### config.mk
export PLATFORM = sky130hd
export DESIGN_NAME = pipe_stage_reg
export DESIGN_NICKNAME = d
export VERILOG_FILES = /design/src/rtl/pipe_stage_reg.sv
export SDC_FILE = /design/constraint.sdc
export NUM_CORES = 1
export LEC_CHECK = 0
export ABC_AREA = 1
export CELL_PAD_IN_SITES_DETAIL_PLACEMENT = 1
export CELL_PAD_IN_SITES_GLOBAL_PLACEMENT = 1
export CORE_MARGIN = 2
export CORE_UTILIZATION = 40
export CTS_CLUSTER_DIAMETER = 40
export DETAILED_ROUTE_END_ITERATION = 12
export PLACE_DENSITY_LB_ADDON = 0.25
export SLEW_MARGIN = 5
export SYNTH_ARGS = -nofsm -noshare
export SYNTH_HDL_FRONTEND = slang
export SYNTH_SLANG_ARGS = --single-unit
### constraint.sdc
create_clock -name clk -period 12.7 [get_ports clk]
set_input_delay 3.175 -clock clk [delete_from_list [all_inputs] [get_ports clk]]
set_output_delay 3.175 -clock clk [all_outputs]
set_load 0.1 [all_outputs]
### src/rtl/pipe_stage_reg.sv
// Valid/ready pipeline stage register with flush/bubble insertion and an
// optional 2-entry skid buffer that makes in_ready a registered signal.
module pipe_stage_reg #(
    parameter int unsigned       DATA_W     = 96,
    parameter logic [DATA_W-1:0] RESET_VAL  = '0,
    parameter logic [DATA_W-1:0] BUBBLE_VAL = DATA_W'(32'h00000013),
    parameter int unsigned       SKID       = 1
) (
    input  logic              clk,
    input  logic              rst,
    input  logic              in_valid,
    output logic              in_ready,
    input  logic [DATA_W-1:0] in_data,
    input  logic              stall,
    input  logic              flush,
    output logic              out_valid,
    input  logic              out_ready,
    output logic [DATA_W-1:0] out_data,
    output logic [1:0]        occupancy
);

    typedef enum logic [1:0] {
        StEmpty = 2'd0,
        StOne   = 2'd1,
        StTwo   = 2'd2
    } state_e;

    state_e            state_q;
    logic [DATA_W-1:0] main_q;
    logic [DATA_W-1:0] skid_q;
    logic              ready_q;
    logic              accept;
    logic              drain;

    assign out_valid = (state_q != StEmpty);
    assign out_data  = main_q;
    assign drain     = out_valid & out_ready & ~stall;
    assign accept    = in_valid & in_ready;

    // Skid mode uses the registered ready; single-entry mode can take a new
    // beat whenever the held one leaves this cycle.
    always_comb begin
        in_ready = 1'b0;
        if (SKID != 0) begin
            in_ready = ready_q;
        end else begin
            in_ready = (state_q == StEmpty) | (out_ready & ~stall);
        end
    end

    // Occupancy count derived from the state.
    always_comb begin
        occupancy = 2'd0;
        unique case (state_q)
            StEmpty: occupancy = 2'd0;
            StOne:   occupancy = 2'd1;
            StTwo:   occupancy = 2'd2;
            default: occupancy = 2'd0;
        endcase
    end

    // Entry state machine; ready_q tracks "next state is not TWO".
    // The skid entry is written only when it becomes occupied and is never reset.
    always_ff @(posedge clk) begin
        if (rst) begin
            state_q <= StEmpty;
            main_q  <= RESET_VAL;
            ready_q <= 1'b1;
        end else if (flush) begin
            // Any beat accepted this cycle is dropped along with held entries.
            state_q <= StEmpty;
            main_q  <= BUBBLE_VAL;
            ready_q <= 1'b1;
        end else begin
            unique case (state_q)
                StEmpty: begin
                    if (accept) begin
                        state_q <= StOne;
                        main_q  <= in_data;
                        ready_q <= 1'b1;
                    end
                end
                StOne: begin
                    if (accept && !drain) begin
                        // Unreachable in single-entry mode since in_ready == drain here.
                        if (SKID != 0) begin
                            state_q <= StTwo;
                            skid_q  <= in_data;
                            ready_q <= 1'b0;
                        end
                    end else if (accept && drain) begin
                        main_q <= in_data;
                    end else if (drain) begin
                        state_q <= StEmpty;
                        main_q  <= BUBBLE_VAL;
                    end
                end
                StTwo: begin
                    if (drain) begin
                        state_q <= StOne;
                        main_q  <= skid_q;
                        ready_q <= 1'b1;
                    end
                end
                default: begin
                    state_q <= StEmpty;
                    main_q  <= BUBBLE_VAL;
                    ready_q <= 1'b1;
                end
            endcase
        end
    end

endmodule

Routed metal, one color a layer:
Scale bar: 50 um.
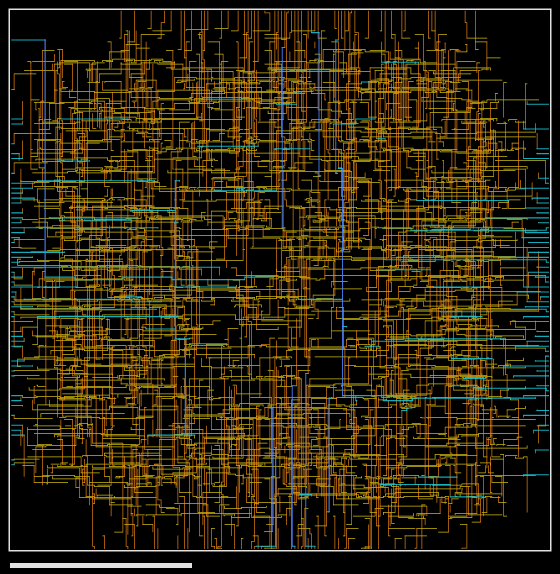
legend:
  yellow:
    layer: met1
    wire_length: 11700 um
  cyan:
    layer: met3
    wire_length: 1550 um
  orange:
    layer: met2
    wire_length: 12900 um
  blue:
    layer: met4
    wire_length: 508 um

Supply network:
Pins as bars on the die edge. Tap cells in gray.
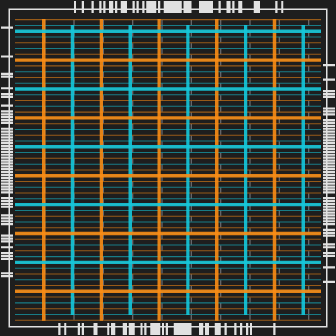
legend:
  orange:
    net: VSS
  cyan:
    net: VDD
signal pins: 202
met5 straps: 10

Routing congestion:
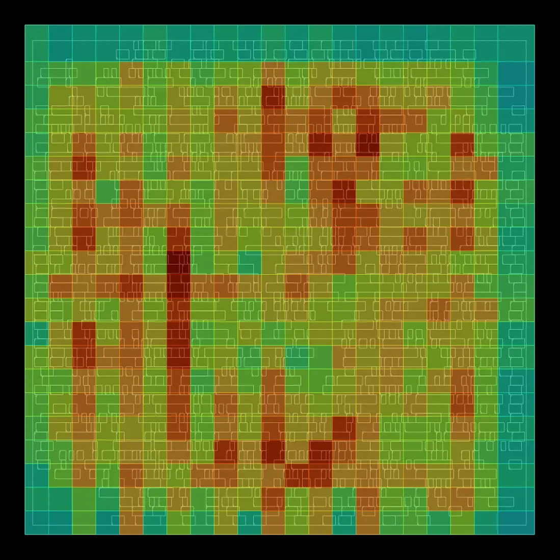
Tot GR Track Use: 24.32%
drt wl/cell: 18.79 um

Clock network drawn from the DEF:
Scale bar: 50 um.
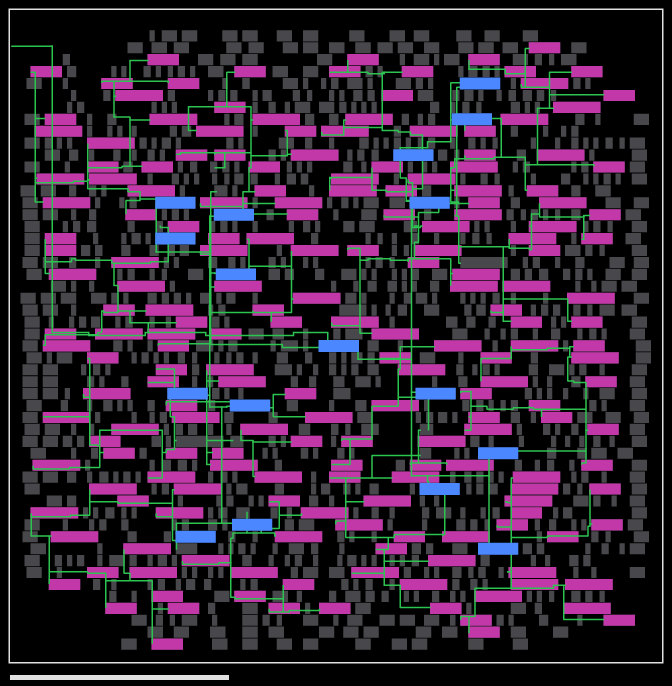
legend:
  blue:
    item: cells driving clock nets
    count: 17
  green:
    item: clock wires
    length: 2390 um
  magenta:
    item: flip-flops
    count: 195
flops lie: all over the die

Cell classes on the final placement:
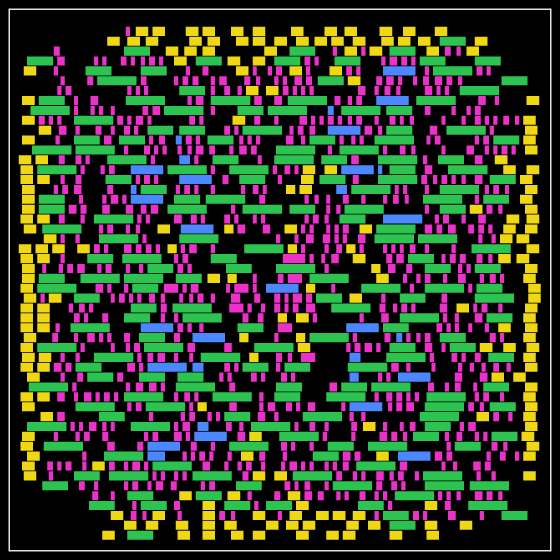
legend:
  magenta:
    class: all other logic
    cells: 706
    share_of_their_area: 30%
  green:
    class: flip-flops
    cells: 195
    share_of_their_area: 45%
  yellow:
    class: other buffers and delay cells
    cells: 214
    share_of_their_area: 20%
  blue:
    class: clock drivers and dummy loads
    cells: 31
    share_of_their_area: 5.3%

==> out/results.txt <==
Dpl cells: 1385
FP Core Util: 41.12%
Power per cell area: 134.6 nW/um2
Cell Area, Synth: 8374 um2
Worst endpoint required time: 9.52 ns
Number of hold buffers added after CTS: 0
Yosys stat area: 8374 um2
Crit. End Element: output pin
Slew Limit Fails: 0
Reg clk slew, reported paths: 0.07 ns
Grt ovf: 0
Logic gate share of total power: 18.2%
Nets: 1236
Status: finished clean
Arr. time, crit path: 2.35 ns
Via/cell ratio: 5.516
Synth Warn #: 0
Leak: 0.003961 uW
Number of distinct library cells after synthesis: 22
CTS max path bufs: 2
Setup ws final: 7.171 ns
Worst path top cell family by delay: buffers and inverters
Resize count post-CTS: 0
Avg Cell Area, Syn: 8.536 um2
Max Clk Rate: 180.9 MHz
CP max FO: 5
Die Wd: 148.7 um
CTS tree: done
Crit Path Category: reg2out
Flops after synth: 195
Pre-CTS setup slack: 6.720 ns
Drt total wl: 26650 um
DR vias: 7821
Core area: 20360 um2
Yosys cell count: 981
DRC Markers: 0
Post-synth seq share: 58.09%
GP Congestion: 0.7411
Hold Crit Class: reg2reg
Max Cap Viol: 0
Clock Skews: 0.01019 ns
CP max stage delay: 1.19 ns
IO Pins: 202
Clk pwr share: 36.0%
Chip Height: 148.7 um
Ratio of cells with drive above 1 in the final layout: 4.799%
Nets at Floorplan: 1083
RSZ-0062 raised after global routing: false
H-tree depth: 4
DRT Pass-1 Iters: 4
Setup Fix Bufs, Post-CTS: 0
Top cells by area: edfxtp_1 34%, dfxtp_1 24%, nand2_1 17%
Critical-path cell list: inv_2 > nor2_4 > clkdlybuf4s50_1
Cells after Synth: 981
Post-synth top area cell: edfxtp_1
Commonest Layout Cell: nand2_1
Max rail drop VDD: 0.00009718 V
Largest net degree at the start of global routing: 96
Num rows: 52
Utilization after layout: 54.50%
DIE AREA: 22110 um2
Int Pwr: 1046 uW
Fill count: 2362
Post-DP HPWL: 15830 um
Crit path time final: 5.529 ns
Initial DRC count: 435
Post-Layout Cell Count: 1418
Clk sinks: 195
Antenna Violating Nets Remaining: 0
Net Switching: 446.8 uW
Syn-to-layout area delta: 32.53%
Top Layout Cells: 387 x nand2_1, 201 x clkdlybuf4s50_1, 99 x dfxtp_1, 96 x nand4_1, 96 x edfxtp_1
Sequential fraction of design power: 45.7%
Global-route wire length before repair: 42440 um
Insertion Delay late pin: 0.43 ns
Final Hold Viols: 0
PortBufs: 201
Clock root buffer: clkbuf_16
Setup TNS: 0 ns
Crit-path slowest cell: clkdlybuf4s50_1
Worst Setup Start Kind: flop
Max transition margin: 20.54%
==> synthesized netlist by cell type <==
cell type  instances
nand2_1          387
dfxtp_1           99
edfxtp_1          96
nand4_1           96
a21oi_1           95
nand3_1           95
clkbuf_1          44
buf_2             27
nor2_1            11
buf_1              6
inv_1              5
o21ai_0            4
buf_4              3
inv_2              3
clkinv_1           2
nor2_2             2
a211oi_1           1
nand3_2            1
nand3b_1           1
nor2_4             1
nor3_1             1
o31ai_1            1
==> worst min-delay path, stage by stage, from the launching register on <==
cell,delay [ns]
dfxtp_1,0.31
nand2_1,0.06
a21oi_1,0.05
==> metal layers <==
layer	up-vias	GRT usage, %	wire length [um]
met5	-	0	0
met4	0	7.857	507
met3	30	3.681	1550
met2	255	40.63	12920
met1	3850	32.64	11670
li1	3686	-	-
==> flip-flops by register name (all words and copies together) (netlist names) <==
signal and flops:
skid_q 96, state_q 2, out_data 96, in_ready 1
==> power by group through the flow <==
stage / combinational, uW / clock, uW / sequential [uW]
2_1_floorplan: 86.8 / 0 / 786
3_3_place_gp: 268 / 0 / 696
3_5_place_dp: 273 / 0 / 697
4_1_cts: 274 / 546 / 683
5_1_grt: 291 / 570 / 684
6_report: 272 / 538 / 683
==> worst paths after layout <==
kind         depth (start not counted)  slack (ns)      endpoint          from
min                                  2        0.46  out_data[82]  out_data[82]
max                                  3        7.17  occupancy[1]    state_q[1]
max reg2reg                         10        8.98   out_data[1]    state_q[0]
min reg2reg                          2        0.46  out_data[82]  out_data[82]
==> through the flow <==
step | hold WS [ns] | instance area [um2] | total power, uW
floorplan | 0.5481 | 8374 | 872.9
global placement | 0.4516 | 10520 | 964.8
detailed placement | 0.4554 | 10520 | 969.9
CTS | 0.4667 | 11090 | 1503
global route | 0.4801 | 11100 | 1544
finish | 0.4638 | 11100 | 1493
==> final cells by class <==
cell class | count | area, um2 | area share [%]
diodes | 2 | 5.005 | 0.04510
clock buffers | 19 | 442.9 | 3.991
clock inverters | 12 | 131.4 | 1.184
inverters | 10 | 40.04 | 0.3608
multi-input cells | 696 | 3167 | 28.53
flip-flops and latches | 195 | 4865 | 43.83
well taps | 270 | 337.8 | 3.044
repair buffers | 214 | 2110 | 19.01
==> logic make-up after synthesis <==
group                  count (synthesis)  synth area share [%]
AND-OR/OR-AND                        101                 6.096
AND/OR/NAND/NOR                      595                 31.24
buffers and inverters                 90                 4.572
flip-flops                           195                 58.09
Power and IR drop assume default switching activity.
